`config.mk`:
```
export PLATFORM = sky130hd
export DESIGN_NAME = arm_pipelined_decode_execute_reg_flat
export DESIGN_NICKNAME = d
export VERILOG_FILES = /design/src/rtl/arm_pipelined_pkg.sv /design/src/rtl/arm_pipelined_decode_execute_reg_if.sv /design/src/rtl/arm_pipelined_sat_counter.sv /design/src/rtl/arm_pipelined_decode_execute_reg.sv /design/src/flat_wrapper.sv
export SDC_FILE = /design/constraint.sdc
export NUM_CORES = 1
export LEC_CHECK = 0
export CAP_MARGIN = 20
export CORE_ASPECT_RATIO = 0.5
export CORE_MARGIN = 4
export CORE_UTILIZATION = 55
export DETAILED_ROUTE_END_ITERATION = 6
export DONT_BUFFER_PORTS = 1
export PLACE_DENSITY_LB_ADDON = 0.08
export SLEW_MARGIN = 25
export SYNTH_ARGS = -nofsm -noshare
export SYNTH_HDL_FRONTEND = slang
export SYNTH_HIERARCHICAL = 1
export SYNTH_SLANG_ARGS = --single-unit
```
`constraint.sdc`:
```
create_clock -name i_CLK -period 9.9 [get_ports i_CLK]
set_input_delay 1.98 -clock i_CLK [delete_from_list [all_inputs] [get_ports i_CLK]]
set_output_delay 1.98 -clock i_CLK [all_outputs]
set_load 0.03 [all_outputs]
```
`src/rtl/arm_pipelined_pkg.sv`:
```
// ---------------------------------------------------------------------------
// arm_pipelined_pkg
// Types and constants shared by the Decode->Execute pipeline register.
//   de_ctrl_t      : packed bundle of every decoded control field
//   COND_AL        : ARM "always" condition code
//   DE_CTRL_BUBBLE : control value of an inserted bubble (Cond=AL, rest 0)
//   de_kill_enables: clears every state-changing enable of a control word
// ---------------------------------------------------------------------------
package arm_pipelined_pkg;

  localparam logic [3:0] COND_AL = 4'b1110;

  typedef struct packed {
    logic [3:0] cond;
    logic [1:0] flag_write;   // [1]=NZ write, [0]=CV write
    logic       pc_src;
    logic       reg_write;
    logic       mem_write;
    logic       mem_to_reg;
    logic       no_write;
    logic       branch;
    logic [1:0] alu_control;
    logic       alu_src;
  } de_ctrl_t;

  localparam de_ctrl_t DE_CTRL_BUBBLE = '{
    cond:        COND_AL,
    flag_write:  2'b00,
    pc_src:      1'b0,
    reg_write:   1'b0,
    mem_write:   1'b0,
    mem_to_reg:  1'b0,
    no_write:    1'b0,
    branch:      1'b0,
    alu_control: 2'b00,
    alu_src:     1'b0
  };

  // An invalid instruction must not change architectural state, so every
  // write/redirect enable is cleared. Cond and ALU selection are kept so the
  // entry still mirrors what Decode presented.
  function automatic de_ctrl_t de_kill_enables(input de_ctrl_t c);
    de_ctrl_t r;
    r            = c;
    r.flag_write = 2'b00;
    r.pc_src     = 1'b0;
    r.reg_write  = 1'b0;
    r.mem_write  = 1'b0;
    r.mem_to_reg = 1'b0;
    r.no_write   = 1'b0;
    r.branch     = 1'b0;
    return r;
  endfunction

endpackage

```
`src/rtl/arm_pipelined_decode_execute_reg_if.sv`:
```
// ---------------------------------------------------------------------------
// arm_pipelined_decode_execute_reg_if
// Decode-side inputs and Execute-side outputs of the D->E register.
//   master : the Decode stage (drives *_Decode, observes *_Execute)
//   slave  : the pipeline register (reads *_Decode, drives *_Execute)
// Handshake: there is no valid/ready pair here. i_Valid_Decode qualifies the
// Decode fields every cycle; o_Valid_Execute qualifies the Execute fields.
// Back-pressure comes only from the hazard unit via i_Stall on the register.
// ---------------------------------------------------------------------------
interface arm_pipelined_decode_execute_reg_if #(
  parameter int DATA_W     = 32,
  parameter int REG_ADDR_W = 4
);
  logic                  i_Valid_Decode;
  logic [3:0]            i_Cond_Decode;
  logic [1:0]            i_Flag_Write_Decode;
  logic                  i_PC_Src_Decode;
  logic                  i_Reg_Write_Decode;
  logic                  i_Mem_Write_Decode;
  logic                  i_Mem_To_Reg_Decode;
  logic                  i_No_Write_Decode;
  logic                  i_Branch_Decode;
  logic [1:0]            i_ALU_Control_Decode;
  logic                  i_ALU_Src_Decode;
  logic [DATA_W-1:0]     i_RD1_Decode;
  logic [DATA_W-1:0]     i_RD2_Decode;
  logic [DATA_W-1:0]     i_Ext_Imm_Decode;
  logic [REG_ADDR_W-1:0] i_WA3_Decode;

  logic                  o_Valid_Execute;
  logic [3:0]            o_Cond_Execute;
  logic [1:0]            o_Flag_Write_Execute;
  logic                  o_PC_Src_Execute;
  logic                  o_Reg_Write_Execute;
  logic                  o_Mem_Write_Execute;
  logic                  o_Mem_To_Reg_Execute;
  logic                  o_No_Write_Execute;
  logic                  o_Branch_Execute;
  logic [1:0]            o_ALU_Control_Execute;
  logic                  o_ALU_Src_Execute;
  logic [DATA_W-1:0]     o_RD1_Execute;
  logic [DATA_W-1:0]     o_RD2_Execute;
  logic [DATA_W-1:0]     o_Ext_Imm_Execute;
  logic [REG_ADDR_W-1:0] o_WA3_Execute;

  modport master (
    output i_Valid_Decode, i_Cond_Decode, i_Flag_Write_Decode, i_PC_Src_Decode,
           i_Reg_Write_Decode, i_Mem_Write_Decode, i_Mem_To_Reg_Decode,
           i_No_Write_Decode, i_Branch_Decode, i_ALU_Control_Decode,
           i_ALU_Src_Decode, i_RD1_Decode, i_RD2_Decode, i_Ext_Imm_Decode,
           i_WA3_Decode,
    input  o_Valid_Execute, o_Cond_Execute, o_Flag_Write_Execute,
           o_PC_Src_Execute, o_Reg_Write_Execute, o_Mem_Write_Execute,
           o_Mem_To_Reg_Execute, o_No_Write_Execute, o_Branch_Execute,
           o_ALU_Control_Execute, o_ALU_Src_Execute, o_RD1_Execute,
           o_RD2_Execute, o_Ext_Imm_Execute, o_WA3_Execute
  );

  modport slave (
    input  i_Valid_Decode, i_Cond_Decode, i_Flag_Write_Decode, i_PC_Src_Decode,
           i_Reg_Write_Decode, i_Mem_Write_Decode, i_Mem_To_Reg_Decode,
           i_No_Write_Decode, i_Branch_Decode, i_ALU_Control_Decode,
           i_ALU_Src_Decode, i_RD1_Decode, i_RD2_Decode, i_Ext_Imm_Decode,
           i_WA3_Decode,
    output o_Valid_Execute, o_Cond_Execute, o_Flag_Write_Execute,
           o_PC_Src_Execute, o_Reg_Write_Execute, o_Mem_Write_Execute,
           o_Mem_To_Reg_Execute, o_No_Write_Execute, o_Branch_Execute,
           o_ALU_Control_Execute, o_ALU_Src_Execute, o_RD1_Execute,
           o_RD2_Execute, o_Ext_Imm_Execute, o_WA3_Execute
  );
endinterface

```
`src/rtl/arm_pipelined_sat_counter.sv`:
```
// ---------------------------------------------------------------------------
// arm_pipelined_sat_counter
// Saturating up-counter: +1 on each edge with i_Inc, sticks at all-ones.
//   i_CLK   : clock          i_RESET : async active-high clear
//   i_Inc   : increment      o_Count : registered count (W bits)
// ---------------------------------------------------------------------------
module arm_pipelined_sat_counter #(
  parameter int W = 16
) (
  input  logic         i_CLK,
  input  logic         i_RESET,
  input  logic         i_Inc,
  output logic [W-1:0] o_Count
);
  logic [W-1:0] count_q;
  logic [W-1:0] count_d;

  always_comb begin
    count_d = count_q;
    if (i_Inc && (count_q != {W{1'b1}})) count_d = count_q + 1'b1;
  end

  always_ff @(posedge i_CLK or posedge i_RESET) begin
    if (i_RESET) count_q <= '0;
    else         count_q <= count_d;
  end

  assign o_Count = count_q;
endmodule

```
`src/rtl/arm_pipelined_decode_execute_reg.sv`:
```
// ---------------------------------------------------------------------------
// arm_pipelined_decode_execute_reg
// Decode->Execute pipeline register with stall (hold) and flush (bubble).
//   i_CLK, i_RESET   : clock, async active-high reset
//   i_Stall          : hold all contents
//   i_Flush          : write a bubble next edge (wins over i_Stall)
//   de (slave)       : Decode fields in, registered Execute fields out
//   o_Bubble_Count   : saturating count of flush edges
//   o_Stall_Count    : saturating count of stall-only edges
// Build option: ARM_DE_PERF_CNT_EN enables the two counters; otherwise they
// read constant 0 and no counter flops exist.
// Entry state is VALID/BUBBLE, visible directly as o_Valid_Execute.
// ---------------------------------------------------------------------------
module arm_pipelined_decode_execute_reg
  import arm_pipelined_pkg::*;
#(
  parameter int DATA_W     = 32,
  parameter int REG_ADDR_W = 4,
  parameter int PERF_CNT_W = 16
) (
  input  logic                  i_CLK,
  input  logic                  i_RESET,
  input  logic                  i_Stall,
  input  logic                  i_Flush,
  arm_pipelined_decode_execute_reg_if.slave de,
  output logic [PERF_CNT_W-1:0] o_Bubble_Count,
  output logic [PERF_CNT_W-1:0] o_Stall_Count
);
  de_ctrl_t              ctrl_q, ctrl_d, ctrl_in;
  logic                  valid_q, valid_d;
  logic [DATA_W-1:0]     rd1_q, rd1_d;
  logic [DATA_W-1:0]     rd2_q, rd2_d;
  logic [DATA_W-1:0]     imm_q, imm_d;
  logic [REG_ADDR_W-1:0] wa3_q, wa3_d;

  always_comb begin
    ctrl_in = '{
      cond:        de.i_Cond_Decode,
      flag_write:  de.i_Flag_Write_Decode,
      pc_src:      de.i_PC_Src_Decode,
      reg_write:   de.i_Reg_Write_Decode,
      mem_write:   de.i_Mem_Write_Decode,
      mem_to_reg:  de.i_Mem_To_Reg_Decode,
      no_write:    de.i_No_Write_Decode,
      branch:      de.i_Branch_Decode,
      alu_control: de.i_ALU_Control_Decode,
      alu_src:     de.i_ALU_Src_Decode
    };
  end

  // Priority: flush > stall > load (reset handled in the flop block).
  always_comb begin
    ctrl_d  = ctrl_q;
    valid_d = valid_q;
    rd1_d   = rd1_q;
    rd2_d   = rd2_q;
    imm_d   = imm_q;
    wa3_d   = wa3_q;
    if (i_Flush) begin
      ctrl_d  = DE_CTRL_BUBBLE;
      valid_d = 1'b0;
      rd1_d   = '0;
      rd2_d   = '0;
      imm_d   = '0;
      wa3_d   = '0;
    end else if (!i_Stall) begin
      ctrl_d  = de.i_Valid_Decode ? ctrl_in : de_kill_enables(ctrl_in);
      valid_d = de.i_Valid_Decode;
      rd1_d   = de.i_RD1_Decode;
      rd2_d   = de.i_RD2_Decode;
      imm_d   = de.i_Ext_Imm_Decode;
      wa3_d   = de.i_WA3_Decode;
    end
  end

  always_ff @(posedge i_CLK or posedge i_RESET) begin
    if (i_RESET) begin
      ctrl_q  <= DE_CTRL_BUBBLE;
      valid_q <= 1'b0;
      rd1_q   <= '0;
      rd2_q   <= '0;
      imm_q   <= '0;
      wa3_q   <= '0;
    end else begin
      ctrl_q  <= ctrl_d;
      valid_q <= valid_d;
      rd1_q   <= rd1_d;
      rd2_q   <= rd2_d;
      imm_q   <= imm_d;
      wa3_q   <= wa3_d;
    end
  end

  assign de.o_Valid_Execute       = valid_q;
  assign de.o_Cond_Execute        = ctrl_q.cond;
  assign de.o_Flag_Write_Execute  = ctrl_q.flag_write;
  assign de.o_PC_Src_Execute      = ctrl_q.pc_src;
  assign de.o_Reg_Write_Execute   = ctrl_q.reg_write;
  assign de.o_Mem_Write_Execute   = ctrl_q.mem_write;
  assign de.o_Mem_To_Reg_Execute  = ctrl_q.mem_to_reg;
  assign de.o_No_Write_Execute    = ctrl_q.no_write;
  assign de.o_Branch_Execute      = ctrl_q.branch;
  assign de.o_ALU_Control_Execute = ctrl_q.alu_control;
  assign de.o_ALU_Src_Execute     = ctrl_q.alu_src;
  assign de.o_RD1_Execute         = rd1_q;
  assign de.o_RD2_Execute         = rd2_q;
  assign de.o_Ext_Imm_Execute     = imm_q;
  assign de.o_WA3_Execute         = wa3_q;

`ifdef ARM_DE_PERF_CNT_EN
  arm_pipelined_sat_counter #(.W(PERF_CNT_W)) u_bubble_cnt (
    .i_CLK   (i_CLK),
    .i_RESET (i_RESET),
    .i_Inc   (i_Flush),
    .o_Count (o_Bubble_Count)
  );

  // A flush overrides a simultaneous stall, so that edge is not a stall.
  arm_pipelined_sat_counter #(.W(PERF_CNT_W)) u_stall_cnt (
    .i_CLK   (i_CLK),
    .i_RESET (i_RESET),
    .i_Inc   (i_Stall & ~i_Flush),
    .o_Count (o_Stall_Count)
  );
`else
  assign o_Bubble_Count = '0;
  assign o_Stall_Count  = '0;
`endif

endmodule

```
`src/flat_wrapper.sv`:
```
// flat-port wrapper written by rule: the top's interface ports become plain ports
module arm_pipelined_decode_execute_reg_flat import arm_pipelined_pkg::*;
#(
  parameter int DATA_W     = 32,
  parameter int REG_ADDR_W = 4,
  parameter int PERF_CNT_W = 16
)
  (i_CLK, i_RESET, i_Stall, i_Flush, o_Bubble_Count, o_Stall_Count, de_i_Valid_Decode, de_i_Cond_Decode, de_i_Flag_Write_Decode, de_i_PC_Src_Decode, de_i_Reg_Write_Decode, de_i_Mem_Write_Decode, de_i_Mem_To_Reg_Decode, de_i_No_Write_Decode, de_i_Branch_Decode, de_i_ALU_Control_Decode, de_i_ALU_Src_Decode, de_i_RD1_Decode, de_i_RD2_Decode, de_i_Ext_Imm_Decode, de_i_WA3_Decode, de_o_Valid_Execute, de_o_Cond_Execute, de_o_Flag_Write_Execute, de_o_PC_Src_Execute, de_o_Reg_Write_Execute, de_o_Mem_Write_Execute, de_o_Mem_To_Reg_Execute, de_o_No_Write_Execute, de_o_Branch_Execute, de_o_ALU_Control_Execute, de_o_ALU_Src_Execute, de_o_RD1_Execute, de_o_RD2_Execute, de_o_Ext_Imm_Execute, de_o_WA3_Execute);
  arm_pipelined_decode_execute_reg_if #(.DATA_W(DATA_W), .REG_ADDR_W(REG_ADDR_W)) de_i ();
  input  logic i_CLK;
  input  logic i_RESET;
  input  logic i_Stall;
  input  logic i_Flush;
  output logic [PERF_CNT_W-1:0] o_Bubble_Count;
  output logic [PERF_CNT_W-1:0] o_Stall_Count;
  input wire logic [$bits(de_i.i_Valid_Decode)-1:0] de_i_Valid_Decode;
  input wire logic [$bits(de_i.i_Cond_Decode)-1:0] de_i_Cond_Decode;
  input wire logic [$bits(de_i.i_Flag_Write_Decode)-1:0] de_i_Flag_Write_Decode;
  input wire logic [$bits(de_i.i_PC_Src_Decode)-1:0] de_i_PC_Src_Decode;
  input wire logic [$bits(de_i.i_Reg_Write_Decode)-1:0] de_i_Reg_Write_Decode;
  input wire logic [$bits(de_i.i_Mem_Write_Decode)-1:0] de_i_Mem_Write_Decode;
  input wire logic [$bits(de_i.i_Mem_To_Reg_Decode)-1:0] de_i_Mem_To_Reg_Decode;
  input wire logic [$bits(de_i.i_No_Write_Decode)-1:0] de_i_No_Write_Decode;
  input wire logic [$bits(de_i.i_Branch_Decode)-1:0] de_i_Branch_Decode;
  input wire logic [$bits(de_i.i_ALU_Control_Decode)-1:0] de_i_ALU_Control_Decode;
  input wire logic [$bits(de_i.i_ALU_Src_Decode)-1:0] de_i_ALU_Src_Decode;
  input wire logic [$bits(de_i.i_RD1_Decode)-1:0] de_i_RD1_Decode;
  input wire logic [$bits(de_i.i_RD2_Decode)-1:0] de_i_RD2_Decode;
  input wire logic [$bits(de_i.i_Ext_Imm_Decode)-1:0] de_i_Ext_Imm_Decode;
  input wire logic [$bits(de_i.i_WA3_Decode)-1:0] de_i_WA3_Decode;
  output wire logic [$bits(de_i.o_Valid_Execute)-1:0] de_o_Valid_Execute;
  output wire logic [$bits(de_i.o_Cond_Execute)-1:0] de_o_Cond_Execute;
  output wire logic [$bits(de_i.o_Flag_Write_Execute)-1:0] de_o_Flag_Write_Execute;
  output wire logic [$bits(de_i.o_PC_Src_Execute)-1:0] de_o_PC_Src_Execute;
  output wire logic [$bits(de_i.o_Reg_Write_Execute)-1:0] de_o_Reg_Write_Execute;
  output wire logic [$bits(de_i.o_Mem_Write_Execute)-1:0] de_o_Mem_Write_Execute;
  output wire logic [$bits(de_i.o_Mem_To_Reg_Execute)-1:0] de_o_Mem_To_Reg_Execute;
  output wire logic [$bits(de_i.o_No_Write_Execute)-1:0] de_o_No_Write_Execute;
  output wire logic [$bits(de_i.o_Branch_Execute)-1:0] de_o_Branch_Execute;
  output wire logic [$bits(de_i.o_ALU_Control_Execute)-1:0] de_o_ALU_Control_Execute;
  output wire logic [$bits(de_i.o_ALU_Src_Execute)-1:0] de_o_ALU_Src_Execute;
  output wire logic [$bits(de_i.o_RD1_Execute)-1:0] de_o_RD1_Execute;
  output wire logic [$bits(de_i.o_RD2_Execute)-1:0] de_o_RD2_Execute;
  output wire logic [$bits(de_i.o_Ext_Imm_Execute)-1:0] de_o_Ext_Imm_Execute;
  output wire logic [$bits(de_i.o_WA3_Execute)-1:0] de_o_WA3_Execute;
  assign de_i.i_Valid_Decode = de_i_Valid_Decode;
  assign de_i.i_Cond_Decode = de_i_Cond_Decode;
  assign de_i.i_Flag_Write_Decode = de_i_Flag_Write_Decode;
  assign de_i.i_PC_Src_Decode = de_i_PC_Src_Decode;
  assign de_i.i_Reg_Write_Decode = de_i_Reg_Write_Decode;
  assign de_i.i_Mem_Write_Decode = de_i_Mem_Write_Decode;
  assign de_i.i_Mem_To_Reg_Decode = de_i_Mem_To_Reg_Decode;
  assign de_i.i_No_Write_Decode = de_i_No_Write_Decode;
  assign de_i.i_Branch_Decode = de_i_Branch_Decode;
  assign de_i.i_ALU_Control_Decode = de_i_ALU_Control_Decode;
  assign de_i.i_ALU_Src_Decode = de_i_ALU_Src_Decode;
  assign de_i.i_RD1_Decode = de_i_RD1_Decode;
  assign de_i.i_RD2_Decode = de_i_RD2_Decode;
  assign de_i.i_Ext_Imm_Decode = de_i_Ext_Imm_Decode;
  assign de_i.i_WA3_Decode = de_i_WA3_Decode;
  assign de_o_Valid_Execute = de_i.o_Valid_Execute;
  assign de_o_Cond_Execute = de_i.o_Cond_Execute;
  assign de_o_Flag_Write_Execute = de_i.o_Flag_Write_Execute;
  assign de_o_PC_Src_Execute = de_i.o_PC_Src_Execute;
  assign de_o_Reg_Write_Execute = de_i.o_Reg_Write_Execute;
  assign de_o_Mem_Write_Execute = de_i.o_Mem_Write_Execute;
  assign de_o_Mem_To_Reg_Execute = de_i.o_Mem_To_Reg_Execute;
  assign de_o_No_Write_Execute = de_i.o_No_Write_Execute;
  assign de_o_Branch_Execute = de_i.o_Branch_Execute;
  assign de_o_ALU_Control_Execute = de_i.o_ALU_Control_Execute;
  assign de_o_ALU_Src_Execute = de_i.o_ALU_Src_Execute;
  assign de_o_RD1_Execute = de_i.o_RD1_Execute;
  assign de_o_RD2_Execute = de_i.o_RD2_Execute;
  assign de_o_Ext_Imm_Execute = de_i.o_Ext_Imm_Execute;
  assign de_o_WA3_Execute = de_i.o_WA3_Execute;
  arm_pipelined_decode_execute_reg #(.DATA_W(DATA_W), .REG_ADDR_W(REG_ADDR_W), .PERF_CNT_W(PERF_CNT_W)) u_core (.i_CLK(i_CLK), .i_RESET(i_RESET), .i_Stall(i_Stall), .i_Flush(i_Flush), .de(de_i), .o_Bubble_Count(o_Bubble_Count), .o_Stall_Count(o_Stall_Count));
endmodule
```
run_1/cell_density.png
Scale bar: 50 um. The die is cut into 14 by 8 equal tiles; dark blue is low, red is high, 0 to 100% covered.
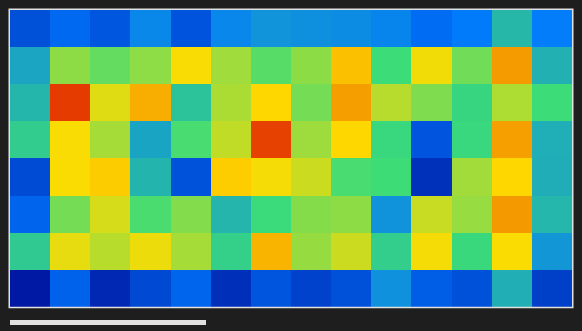
mean over tiles	49%
fullest tile	93%
tiles over 75% full	13%
densest ninth of the die	center

run_1/metal_density.png
Scale bar: 50 um. The die is cut into 29 by 15 equal tiles; dark blue is low, red is high, scaled to the fullest tile. Values are wire area over tile area, all layers added.
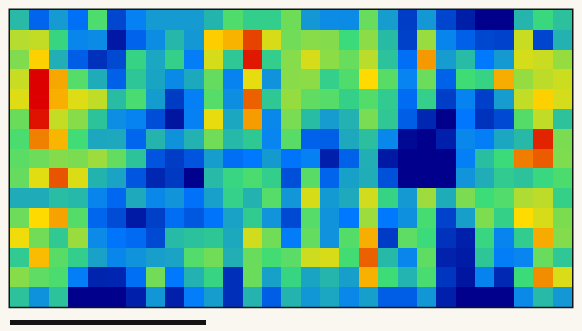
densest ninth of the die	top center
tiles over half the peak	34%
nearly empty tiles	4.1%
fullest tile	0.41
mean over tiles	0.17

==> flow_summary.toml, run 1 <==
# yosys + openroad results
[clock_network]
cts-resized-gates = 0
cts_tree = "yes"
cts_hold_buf = 0

[critical_path]
critPathRequiredTime_ps = 7920
reg2reg_depth = 2
rr_startpoint = "u_core/de.o_RD1_Execute[5]"
crit_type = "register to primary output"

[finish]
final_nets = 518
seq_cells = 116
n_fill_cell = 697
comb_area_share_pct = 31.3
layout-drive-gt1-share_pct = 9.25

[synth]
top_cells_by_area = "dfrtp_1 (56%), mux2i_1 (21%), nor2_1 (7.8%), buf_4 (5.1%), buf_12 (3.6%)"
top_cell = "dfrtp_1"
ys_types = 20

[hold_path]
whs_endpoint = "u_core/de.o_Flag_Write_Execute[1]"

[timing]
timing.final.crit_share_pct = 30.4
max_freq_mhz = 333

[outcome]
status = "complete, no violations"

[power]
p_leak_nw = 2.84
comb-power_mw = 0.0704
run_1/placement_by_type.png
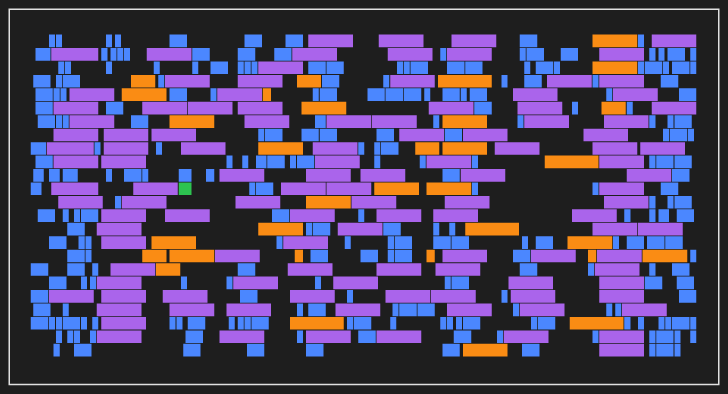
class	color	cells	share of their area
remaining buffers and delay cells	green	1	0.14%
sequential cells	purple	116	55%
clock drivers and dummy loads	orange	32	13%
combinational and other logic	blue	262	32%

run_1/sizes.png
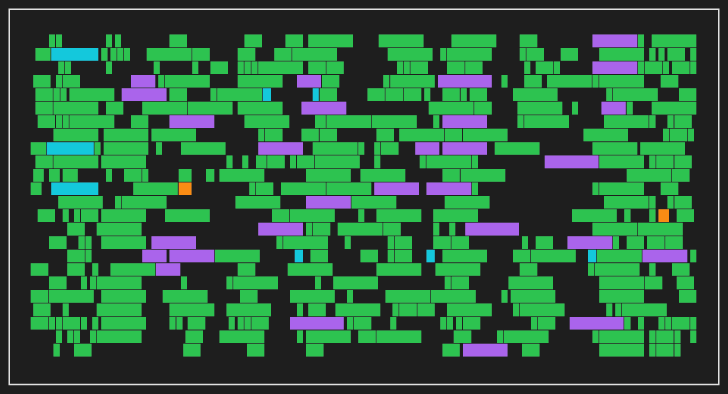
size	color	cells
_2 cells	cyan	8
_6 and larger	purple	28
_0 and _1 cells	green	373
_3 and _4 cells	orange	2

run 1: routing by layer:
metal  part of all wire [%]  global-route usage, %  vias up
met5                      0                      0        -
met4                   0.94                   8.14        0
met3                     10                   8.65        8
met2                     53                   35.1      123
met1                     36                   21.0     1385
li1                       -                      -     1265
run 1: per-stage QoR:
step	util (%)	worst slack, ps	hold WS [ps]
5_1_grt	62.0	6860	735
2_1_floorplan	-	4850	665
3_3_place_gp	54.3	6720	702
4_1_cts	62.0	6870	721
6_report	62.0	6890	716
3_5_place_dp	54.3	6620	712
run 1: cells by family after synthesis:
logic type | share of synthesized area [%]
flip-flops | 57.8
AND/OR/NAND/NOR | 8.68
multiplexers | 20.9
buffers and inverters | 10.5
AND-OR/OR-AND | 2.02
other | 0.0746
run_1/congestion.png
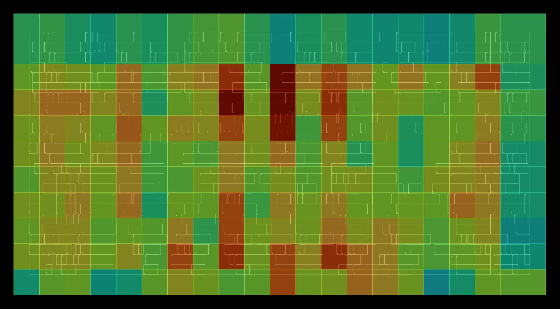

## Run 2: what changed since run 1
clock period = 2.6 ns   (was 9.9 ns; I/O delays follow)
run_2/congestion.png
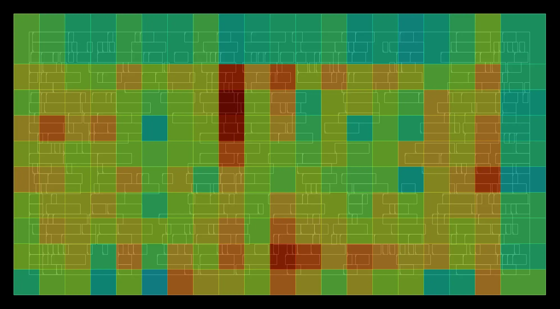
fin util: 60.8%
GRT Util Overall: 19.1%
routing usage on met2: 33.3%
Avg WL per Cell: 20.5 um
GRT busiest layer: met2

==> run 2 against run 1 <==
Compared with the run above: first-iteration DRC count up 6.1%; utilization down 1.2 points; combinational power rose to 3.8 times the previous value; cell count up 0.19%; global-route usage down 0.48 points; power rose to 3.5 times the previous value; register-to-register slack worse by 7300 ps; die size unchanged; routed wire length down 2.5%; largest cell class unchanged; critical path type unchanged; critical endpoint is now de_o_Cond_Execute[1].
==> flow_summary.toml, run 2 <==
# yosys + openroad results
[timing]
fin_ws_ps = 1060
max_freq_mhz = 647
holdWs_ps = 199
timing.final.crit_share_pct = 59.4

[synth]
yosys.area_share.simple_pct = 8.68
top_cells_by_area = "dfrtp_1 (56%), mux2i_1 (21%), nor2_1 (7.8%), buf_4 (5.1%), buf_12 (3.6%)"
ys_sh_xor_pct = 0
ys_sh_aoi_pct = 2.02
ys_types = 20
top_cell = "dfrtp_1"
top_logic_kind = "multiplexers"
mux_area_share_pct = 20.9

[drt]
wl_met2_um = 5610
wl_met3_um = 1240

[finish]
n_fill_cell = 692
layout-drive-gt1-share_pct = 8.25
final_nets = 519

[clock_network]
cts-resized-gates = 0
cts_tree = "yes"

[global_route]
gr-usage-met1_pct = 21.0
met3_usage_pct = 9.15

[power]
p_leak_nw = 2.79

[critical_path]
rr_startpoint = "u_core/de.o_Ext_Imm_Execute[16]"
critPathRequiredTime_ps = 2080

[hold_path]
whs_endpoint = "u_core/de.o_WA3_Execute[3]"

[outcome]
status = "complete, no violations"
run_2/metal_density.png
Scale bar: 50 um. The die is cut into 29 by 15 equal tiles; dark blue is low, red is high, scaled to the fullest tile. Values are wire area over tile area, all layers added.
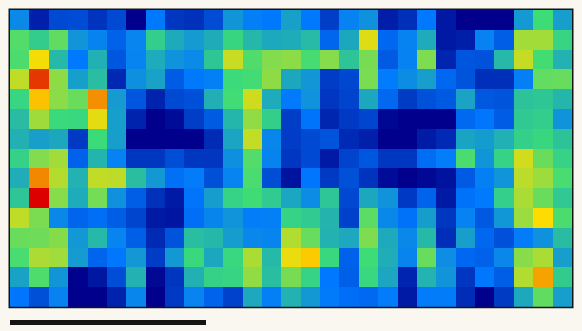
fullest tile	0.52
tiles over half the peak	19%
mean over tiles	0.17

run 2: cell counts after synthesis:
Identical to the previous run, type by type.
run 2: cell type report:
type / instances / area (sq um) / share of cell area (%)
sequential: 116 / 2910 / 54.3
multi-input combinational: 260 / 1710 / 31.9
clock inverter: 5 / 50.0 / 0.935
tap: 117 / 146 / 2.74
inverter: 2 / 11.3 / 0.210
timing repair buffer: 2 / 15.0 / 0.281
clock buffer: 27 / 513 / 9.59
run 2: worst register-to-register path, stage by stage, from the launching register on:
cell,delay (ps)
dfrtp_1,500
mux2i_1,220
nor2_1,70
run_2/sizes.png
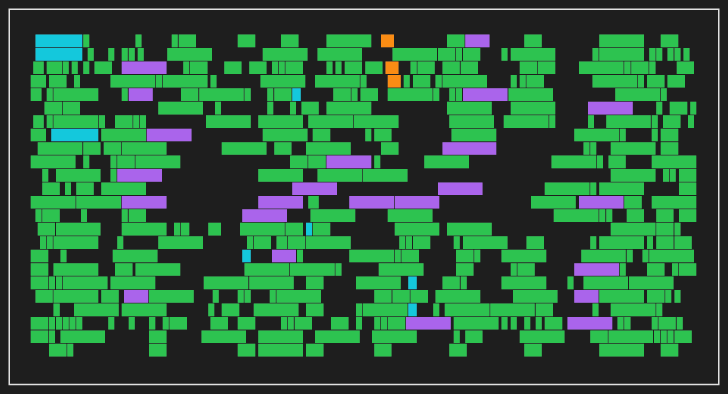

## Run 3: what changed since run 2
clock period = 1.3 ns   (was 2.6 ns; I/O delays follow)
run_3/sizes.png
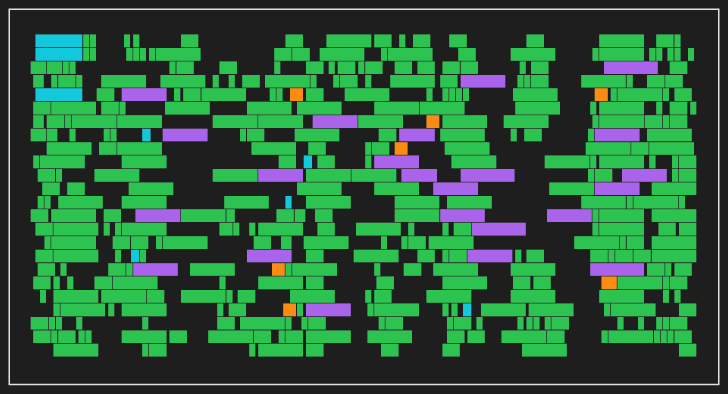
size	color	cells	most used
_6 and larger	purple	23	clkbuf_16
_3 and _4 cells	orange	7	clkinvlp_4
_2 cells	cyan	8	clkinv_2
_0 and _1 cells	green	375	dfrtp_1

run_3/placement_by_type.png
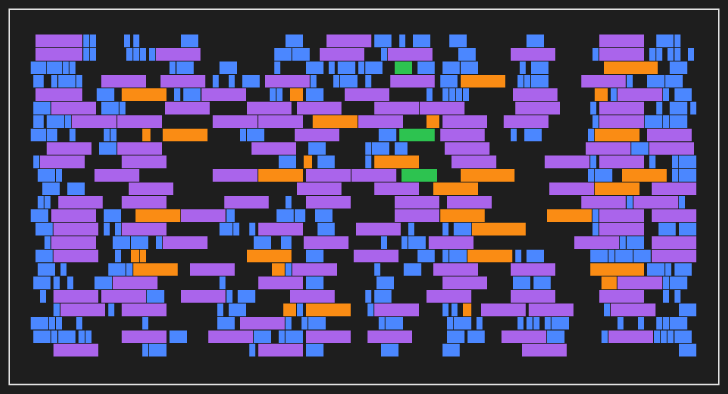
class	color	cells	share of their area
combinational and other logic	blue	262	33%
clock drivers and dummy loads	orange	32	12%
remaining buffers and delay cells	green	3	0.95%
sequential cells	purple	116	55%

==> run 3 against run 2 <==
Compared with the run above: the run now ends with hold timing left; critical path type unchanged; non-clock buffer count is 1 higher; utilization rose by 1.0 points; combinational power grew 110%; clock skew is the same; sequential power rose by 100%; critical path depth unchanged; clock power increased by 120%; largest power group is now the clock network; hold slack worse by 270 ps; global-route usage up 0.67 points; critical endpoint is now de_o_Cond_Execute[2]; clock-buffer cell count fell by 9; sequential share of layout area decreased by 0.87 points; flip-flop count unchanged.
==> flow_summary.toml, run 3 <==
# yosys + openroad results
[hold_path]
whs_endpoint = "u_core/de.o_Ext_Imm_Execute[2]"
hp-class = "input pin to register"

[finish]
fin_util_pct = 61.8
final_nets = 520
lay_top_count = "dfrtp_1"
layout-drive-gt1-share_pct = 9.20

[power]
power.group.top = "the clock network"
powerDensity_mw_per_mm2 = 1780
p_leak_nw = 2.81

[clock_network]
cts_tree = "yes"
cts-resized-gates = 0
cts_sinks = 116

[outcome]
violations = "hold timing"
status = "finished, violations left"

[synth]
ys_sh_aoi_pct = 2.02
top_logic_kind = "multiplexers"
top_cells_by_area = "dfrtp_1 (56%), mux2i_1 (21%), nor2_1 (7.8%), buf_4 (5.1%), buf_12 (3.6%)"
mux_area_share_pct = 20.9
async_flop_share_pct = 100
top_cell = "dfrtp_1"
ys_sh_xor_pct = 0
ys_types = 20
syn_area_sq_mm = 0.00503
edf_count = 0
yosys_cells = 406
yosys.area_share.simple_pct = 8.68

[critical_path]
rr_startpoint = "u_core/de.o_RD2_Execute[20]"
critPathRequiredTime_ps = 1040
reg2reg_depth = 2

[global_route]
top_usage_layer = "met2"
grt_usage_pct = 19.8
gr-usage-met1_pct = 20.1
met3_usage_pct = 10.5
met2_usage_pct = 35.8

[timing]
timing.final.crit_share_pct = 98.9
max_freq_mhz = 778
setup_violations = 0
fin_ws_ps = 14.2
holdWs_ps = -67.0
hold_viol = 96

[drt]
wl_per_cell_um = 21.0
drtIter0Drc = 97
wl_met2_um = 6000
wl_met3_um = 1290

[die]
dieArea_sq_mm = 0.0108
ioPinCount = 268

[place]
dpl_worst_slack_ps = 332
dp_cells = 497
==> run 3: cell count changes in the layout (fill, tap and decap cells not counted), sizes merged <==
| cell | before | now |
|---|---|---|
| bufinv | 1 | 4 |
| clkinv | 4 | 5 |
| clkinvlp | 1 | 6 |
| clkbuf | 27 | 18 |
| dlygate4sd3 | 0 | 1 |
==> run 3: cell families after synthesis <==
| group | Yosys count |
|---|---|
| flip-flops | 116 |
| AND/OR/NAND/NOR | 112 |
| multiplexers | 105 |
| buffers and inverters | 61 |
| other | 1 |
| AND-OR/OR-AND | 11 |
==> run 3: layout make-up <==
class	instances	area [sq um]
timing repair buffer	3	50.0
multi-input combinational	260	1710
sequential	116	2910
inverter	2	11.3
fill	705	3360
clock inverter	14	186
tap	117	146
clock buffer	18	429
Power figures rest on the tool's default switching activity, not on a simulated workload.
